Run 1, supply network:
Bar = 50 um. Pins as bars on the die edge. Tap cells in grey.
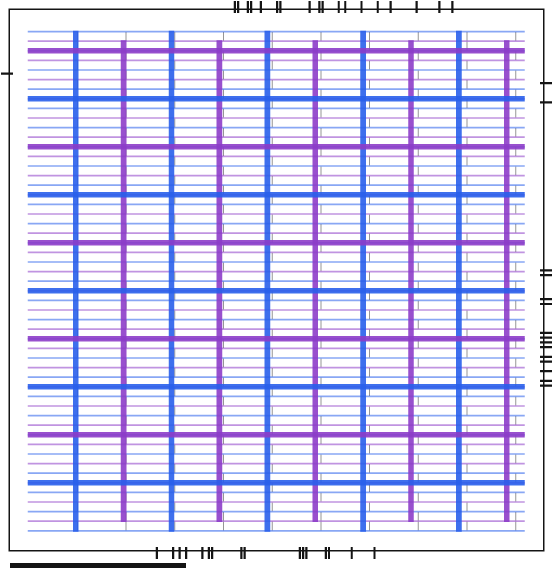
Run 1, placed cells, one colour a class:
Bar = 50 um.
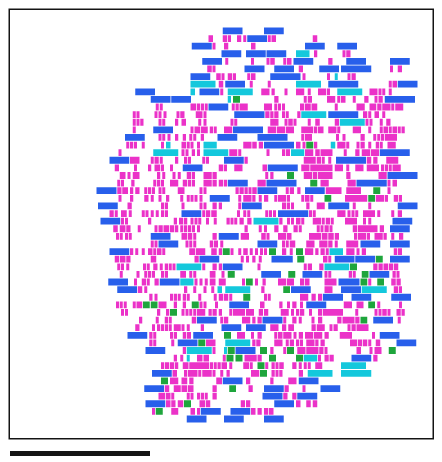
Run 1, clock wires, drivers and flops:
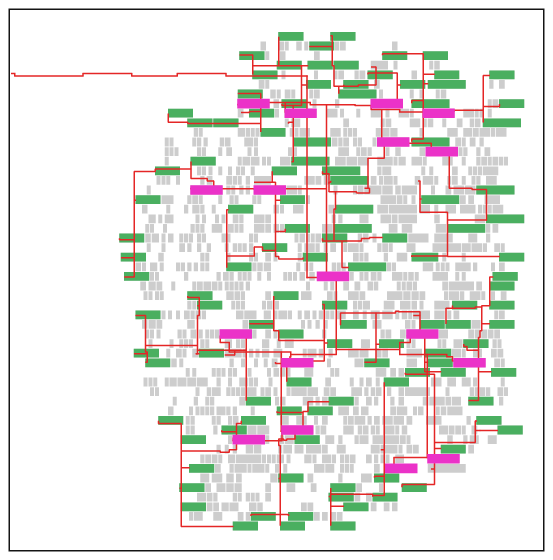
[src/rtl/hash_stream_core.sv]
// ---------------------------------------------------------------------------
// hash_stream_core
//
// Byte-serial streaming hash. A message is opened with `start`. Bytes then
// arrive over a ready/valid style link (f_dr from the source, f_rtr from the
// core), and the message is closed by a transfer carrying `eof`. Each
// absorbed byte is mixed into every state byte H[j] over ROUNDS round
// cycles. On EOF the message length is folded into H, and the result is
// presented on `digest` with `h_valid` until the consumer answers with
// `h_ack`.
//
// Parameters
//   DIGEST_BYTES : number of state/digest bytes (1..32); H[0] is digest LSB
//   ROUNDS       : round cycles per absorbed byte (1..16)
//   IV_BYTE      : initial value of every H[j] when a message starts
//
// Ports
//   clk      : rising-edge clock
//   rst      : synchronous reset, active-high, overrides everything
//   start    : open a new message (IDLE, or DONE together with h_ack)
//   abort    : drop the current message and return to IDLE
//   byte_in  : data byte, qualified by f_dr
//   f_dr     : source has a byte (or EOF) ready
//   eof      : marks the transfer as end-of-file (byte_in ignored)
//   f_rtr    : core ready to receive; transfer = f_dr && f_rtr
//   digest   : finalised hash, stable while h_valid is high
//   h_valid  : digest valid, held until h_ack
//   h_ack    : consumer accepts the digest
//   busy     : high in every state except IDLE
// ---------------------------------------------------------------------------
module hash_stream_core #(
    parameter int          DIGEST_BYTES = 4,
    parameter int          ROUNDS       = 4,
    parameter logic [7:0]  IV_BYTE      = 8'hA5
) (
    input  logic                        clk,
    input  logic                        rst,
    input  logic                        start,
    input  logic                        abort,
    input  logic [7:0]                  byte_in,
    input  logic                        f_dr,
    input  logic                        eof,
    output logic                        f_rtr,
    output logic [8*DIGEST_BYTES-1:0]   digest,
    output logic                        h_valid,
    input  logic                        h_ack,
    output logic                        busy
);

    localparam int DW = 8 * DIGEST_BYTES;

    // The round counter is sized for the largest legal ROUNDS (16), so a
    // fixed 4-bit register covers every configuration, including ROUNDS=1.
    localparam logic [3:0] LAST_ROUND = 4'(ROUNDS - 1);

    typedef enum logic [2:0] {
        IDLE,
        WAIT_BYTE,
        ROUND,
        FINAL,
        DONE
    } state_t;

    state_t     state;
    logic [7:0] h [DIGEST_BYTES];
    logic [7:0] b;
    logic [3:0] r;
    logic [DW-1:0] len;

    logic [7:0]    h_round [DIGEST_BYTES];
    logic [DW-1:0] h_final;

    // One round of mixing for a single state byte: xor in the absorbed byte,
    // rotate left by one, then add a constant that differs per round and per
    // byte position so that the state bytes do not stay identical.
    function automatic logic [7:0] mix_byte(
        input logic [7:0] hv,
        input logic [7:0] bv,
        input logic [3:0] rr,
        input int         j
    );
        logic [7:0] x;
        x = hv ^ bv;
        return {x[6:0], x[7]} + ({4'b0000, rr} ^ 8'(j));
    endfunction

    // Next value of every H[j] for the current round, all bytes in parallel.
    always_comb begin
        for (int j = 0; j < DIGEST_BYTES; j++) begin
            h_round[j] = mix_byte(h[j], b, r, j);
        end
    end

    // Finalised state: each H[j] xored with the matching byte of the length.
    always_comb begin
        h_final = '0;
        for (int j = 0; j < DIGEST_BYTES; j++) begin
            h_final[8*j +: 8] = h[j] ^ len[8*j +: 8];
        end
    end

    // Main FSM. f_rtr, h_valid and busy are registered alongside the state
    // they decode, so every transition below sets them for the state being
    // entered. abort is tested ahead of the per-state logic so that it wins
    // over start, h_ack and transfers in the same cycle.
    always_ff @(posedge clk) begin
        if (rst) begin
            state   <= IDLE;
            f_rtr   <= 1'b0;
            h_valid <= 1'b0;
            busy    <= 1'b0;
            digest  <= '0;
            len     <= '0;
            r       <= '0;
            b       <= '0;
            for (int j = 0; j < DIGEST_BYTES; j++) begin
                h[j] <= IV_BYTE;
            end
        end else if (abort && state != IDLE) begin
            // digest keeps its last value; H is reloaded by the next start.
            state   <= IDLE;
            f_rtr   <= 1'b0;
            h_valid <= 1'b0;
            busy    <= 1'b0;
        end else begin
            case (state)
                IDLE: begin
                    if (start) begin
                        for (int j = 0; j < DIGEST_BYTES; j++) begin
                            h[j] <= IV_BYTE;
                        end
                        len   <= '0;
                        state <= WAIT_BYTE;
                        f_rtr <= 1'b1;
                        busy  <= 1'b1;
                    end
                end

                WAIT_BYTE: begin
                    if (f_dr && f_rtr) begin
                        f_rtr <= 1'b0;
                        if (eof) begin
                            state <= FINAL;
                        end else begin
                            b     <= byte_in;
                            len   <= len + DW'(1);
                            r     <= '0;
                            state <= ROUND;
                        end
                    end
                end

                ROUND: begin
                    for (int j = 0; j < DIGEST_BYTES; j++) begin
                        h[j] <= h_round[j];
                    end
                    if (r == LAST_ROUND) begin
                        state <= WAIT_BYTE;
                        f_rtr <= 1'b1;
                    end else begin
                        r <= r + 4'd1;
                    end
                end

                FINAL: begin
                    for (int j = 0; j < DIGEST_BYTES; j++) begin
                        h[j] <= h_final[8*j +: 8];
                    end
                    digest  <= h_final;
                    state   <= DONE;
                    h_valid <= 1'b1;
                end

                DONE: begin
                    // start alone is ignored here; only start with h_ack
                    // chains straight into the next message.
                    if (h_ack) begin
                        h_valid <= 1'b0;
                        if (start) begin
                            for (int j = 0; j < DIGEST_BYTES; j++) begin
                                h[j] <= IV_BYTE;
                            end
                            len   <= '0;
                            state <= WAIT_BYTE;
                            f_rtr <= 1'b1;
                        end else begin
                            state <= IDLE;
                            busy  <= 1'b0;
                        end
                    end
                end

                default: begin
                    state   <= IDLE;
                    f_rtr   <= 1'b0;
                    h_valid <= 1'b0;
                    busy    <= 1'b0;
                end
            endcase
        end
    end

endmodule

[config.mk]
export PLATFORM = sky130hd
export DESIGN_NAME = hash_stream_core
export DESIGN_NICKNAME = d
export VERILOG_FILES = /design/src/rtl/hash_stream_core.sv
export SDC_FILE = /design/constraint.sdc
export NUM_CORES = 1
export LEC_CHECK = 0
export ABC_AREA = 1
export ABC_CLOCK_PERIOD_IN_PS = 2200
export CAP_MARGIN = 20
export CORE_AREA = 5 5 146 148
export CTS_CLUSTER_DIAMETER = 80
export DETAILED_ROUTE_END_ITERATION = 16
export DIE_AREA = 0 0 151 153
export DONT_BUFFER_PORTS = 1
export SKIP_CTS_REPAIR_TIMING = 1
export SYNTH_ARGS = -nofsm -noshare
export SYNTH_HDL_FRONTEND = slang
export SYNTH_SLANG_ARGS = --single-unit
[constraint.sdc]
create_clock -name clk -period 2.2 [get_ports clk]
set_clock_uncertainty 0.1 [all_clocks]
set_input_delay 0.55 -clock clk [delete_from_list [all_inputs] [get_ports clk]]
set_output_delay 0.55 -clock clk [all_outputs]
set_load 0.02 [all_outputs]
==> summary.txt, run 1 <==
fresh numbers from the pnr run: final-layout clock buffer total=27, Routed Antenna Nets=0, busiest layer in global routing=met2, reg-to-reg slack, setup=0.1 ns, CTS tree=built, die area=23100 sq um, Worst Tran Pin Value=0.5182 ns, NonClk Buf Share=0.04112, Non-CTS buffers=around 43, GRT met3 Usage=0.04501, clock-pin slew on the worst setup and hold paths=0.05 ns, Post-synth seq share=0.3604, Worst Setup Slack post-DPL=0.01687 ns, Top logic family=simple AND/OR/NAND/NOR gates, Num Clock Sinks=114, Largest cells by area=dfxtp_1, nand2_1, nand3_1, edfxtp_1, nor2_1, Syn-to-layout area delta=15.84%, synth cell count leaders=nand2_1, nor2_1, dfxtp_1, number of logic gates=738, Comb area share=0.4882, Port Buf Inserts=0, synth unique cells=around 43, wl on met1=8.928 mm, fin. max-slew vios=0, # setup viols final=0, Largest type area fraction=0.2895, Final Instance Area=7850 sq um, Largest area class, layout=multi-input combinational cells, first-pass GRT wire length=~31 mm, EDFF count, synth=16, Placed Cells=1252, slowest stage cell on the critical path=edfxtp_1, total CTS buffers=17, yosys stat area=between 6000 and 7000 sq um, core area=19910 sq um, Seq area share=0.3116, outcome=finished, final reports clean, worst path bufs/invs=1, Horiz. Die Dim=151 um, area used by multi-input combinational logic=3832 sq um, antenna violations before repair=0, cell family with most CP delay=adder cells, remaining global-route overflow=0, CP peak stage delay=0.41 ns, critical path class=reg2reg, Period minus WS final=2.102 ns, number of logged tool warnings=27, seq_cells=114, CP Max Fanout=2, worst hold path type=in2reg, Post-Syn Instances=981, Multiplexer share=0, Adder-Cell Fraction of Synth Area=0.04505, post-synthesis xor/xnor area fraction=0.09047, Max-Cap Viols=0, CTS root buf=clkbuf_16, global placement routability congestion=0.9201, total power=between 6000 and 7000 uW, Yosys top cell by area=dfxtp_1, Hold Slack=0.1075 ns, met1 GRT Util=0.2281, via count=6337, row count=52, fin util=0.3943, Post-Syn Area=6776 sq um, ANT cells=0, largest net degree at the start of global routing=42, Clock H-tree levels=4, Die Ht=153 um
About 'supply network':
colour	net
purple	VDD
blue	VSS
met5 straps	10
met1 rails	53

About 'placed cells, one colour a class':
colour	class	cells
blue	registers	114
cyan	clock drivers and dummy loads	32
green	remaining buffers and delay cells	43
magenta	remaining logic cells	828

About 'clock wires, drivers and flops':
[red] clock wires | length: 1750 um
[magenta] clock-net drivers | count: 17
[green] flip-flops | count: 114
routed clock nets	18

-- run 1: registers in the layout, summed over array words and instances, names as in the netlist --
name and flops:
r 4, digest 32, f_rtr 1, b 8
h 32, h_valid 1, state 3, busy 1
len 32
-- run 1: path summary, 6_finish.rpt --
kind,from,to,cells past startpoint
worst max register to register,h[2][7],h[2][6],11
worst min register to register,len[7],len[7],2
worst min-delay path,rst,len[1],1
worst max-delay path,h[2][7],h[2][6],11
-- run 1: where the power goes --
part | total, uW | internal, uW | switching, uW | leakage, uW
Combinational | 1660 | 612 | 1050 | 0.00217
Clock | 2680 | 1720 | 956 | 0.000287
Sequential | 2430 | 2230 | 197 | 0.000935
Total | 6770 | 4570 | 2210 | 0.00339
Run 1, wiring by layer:
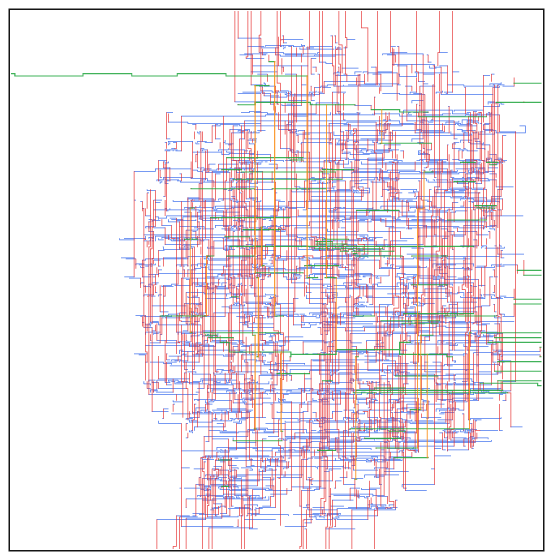

## Run 2: what changed since run 1
--- a/config.mk
+++ b/config.mk
@@ -6,7 +6,7 @@
 export NUM_CORES = 1
 export LEC_CHECK = 0
 export ABC_AREA = 1
-export ABC_CLOCK_PERIOD_IN_PS = 2200
+export ABC_CLOCK_PERIOD_IN_PS = 2460
 export CAP_MARGIN = 20
 export CORE_AREA = 5 5 146 148
 export CTS_CLUSTER_DIAMETER = 80
==> constraint.sdc (replaced) <==
create_clock -name clk -period 2.46 [get_ports clk]
set_clock_uncertainty 0.1 [all_clocks]
set_input_delay 0.615 -clock clk [delete_from_list [all_inputs] [get_ports clk]]
set_output_delay 0.615 -clock clk [all_outputs]
set_load 0.02 [all_outputs]
Run 2, wiring by layer:
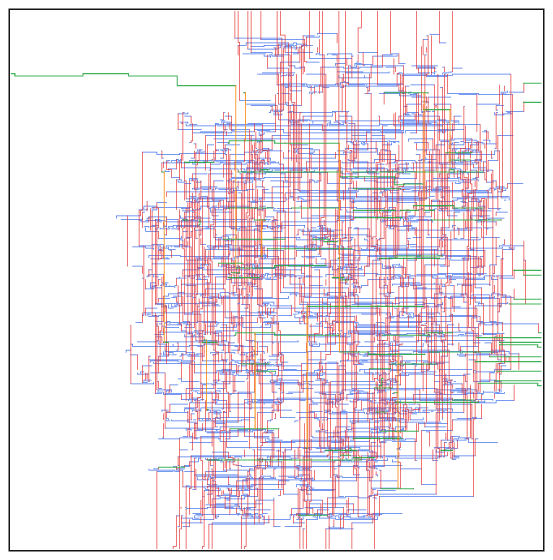
colour	layer	wire length
orange	M4	358 um
blue	M1	9060 um
green	M3	985 um
red	M2	9670 um

Run 2, placed cells, one colour a class:
Bar = 50 um.
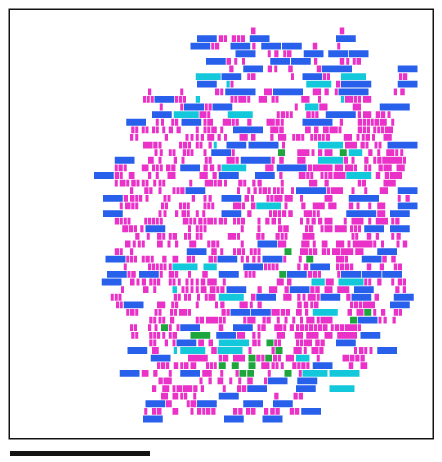
colour	class	cells
green	remaining buffers and delay cells	19
blue	registers	114
cyan	clock drivers and dummy loads	31
magenta	remaining logic cells	828

==> summary.txt, run 2 <==
fresh numbers from the pnr run: antenna violations before repair=0 (unchanged), Internal Power=4161 uW (was 4566 uW), sequential power=2180 uW (was 2430 uW), global placement routability congestion=0.9014 (was 0.9201), worst hold path type=in2reg (unchanged), Max-Cap Viols=0 (unchanged), die area=23100 sq um (unchanged), Comb area share=0.4950 (was 0.4882), final-layout clock buffer total=27 (unchanged), Hold Slack=0.1621 ns (was 0.1075 ns), fin. max-slew vios=0 (unchanged), clock-net power=2550 uW (was 2680 uW), GRT met3 Usage=0.03731 (was 0.04501), first-pass GRT wire length=31.95 mm (was 31.36 mm), Largest cells by area=dfxtp_1, nand2_1, nand3_1, edfxtp_1, nor2_1 (unchanged), Clock H-tree levels=4 (unchanged), fin util=0.3857 (was 0.3943), Sw Share=0.3215 (was 0.3257), Syn-to-layout area delta=13.31% (was 15.84%), Yosys top cell by area=dfxtp_1 (unchanged), Seq area share=0.3181 (was 0.3116), Horiz. Die Dim=151 um (unchanged), synth unique cells=43 (unchanged), total CTS buffers=17 (unchanged), Regs by FF count=digest (32), h (32), len (32) (unchanged), # setup viols final=0 (unchanged), Multiplexer share=0 (unchanged), met1 GRT Util=0.2342 (was 0.2281), core area=19910 sq um (unchanged), sequential share of power=0.356 (was 0.358), CTS tree=built (unchanged), Adder-Cell Fraction of Synth Area=0.04505 (unchanged), area used by multi-input combinational logic=3801 sq um (was 3832 sq um), post-synthesis xor/xnor area fraction=0.09047 (unchanged), number of logic gates=738 (unchanged), Post-Syn Area=6776 sq um (unchanged), via count=6294 (was 6337), Post-synth seq share=0.3604 (unchanged), Top logic family=simple AND/OR/NAND/NOR gates (unchanged), Clk pwr share=0.415 (was 0.396), Final Instance Area=7679 sq um (was 7850 sq um), Port Buf Inserts=0 (unchanged), EDFF count, synth=16 (unchanged), outcome=finished, final reports clean (unchanged), row count=52 (unchanged), Period minus WS final=2.248 ns (was 2.102 ns), Largest type area fraction=0.2895 (unchanged), largest net degree at the start of global routing=42 (unchanged), Non-CTS buffers=19 (was 43)
run 2: netlist changes by cell type in the layout (fill, tap and decap cells not counted), sizes merged:
cell / change
bufinv: +1
clkinv: -2
buf: -24
run 2: path summary, 6_finish.rpt:
check                           startpoint  endpoint  slack (ns)  cells past startpoint
worst max-delay path                  b[7]   h[1][6]        0.21                     11
worst min-delay path                   rst   len[12]        0.16                      1
worst max register to register        b[7]   h[1][6]        0.21                     11
worst min register to register     len[31]   len[31]        0.40                      2
run 2: critical path: stages, from the launching register on:
cell and delay (ns):
dfxtp_1 0.47, xor2_1 0.19, ha_1 0.20, inv_1 0.06, fa_1 0.40, nor2_1 0.12
o21a_1 0.14, nor2_1 0.07, nor2_1 0.08, nand2_1 0.05, nand3_1 0.08, nand2_1 0.05
Power is estimated from default activity; no workload was simulated.
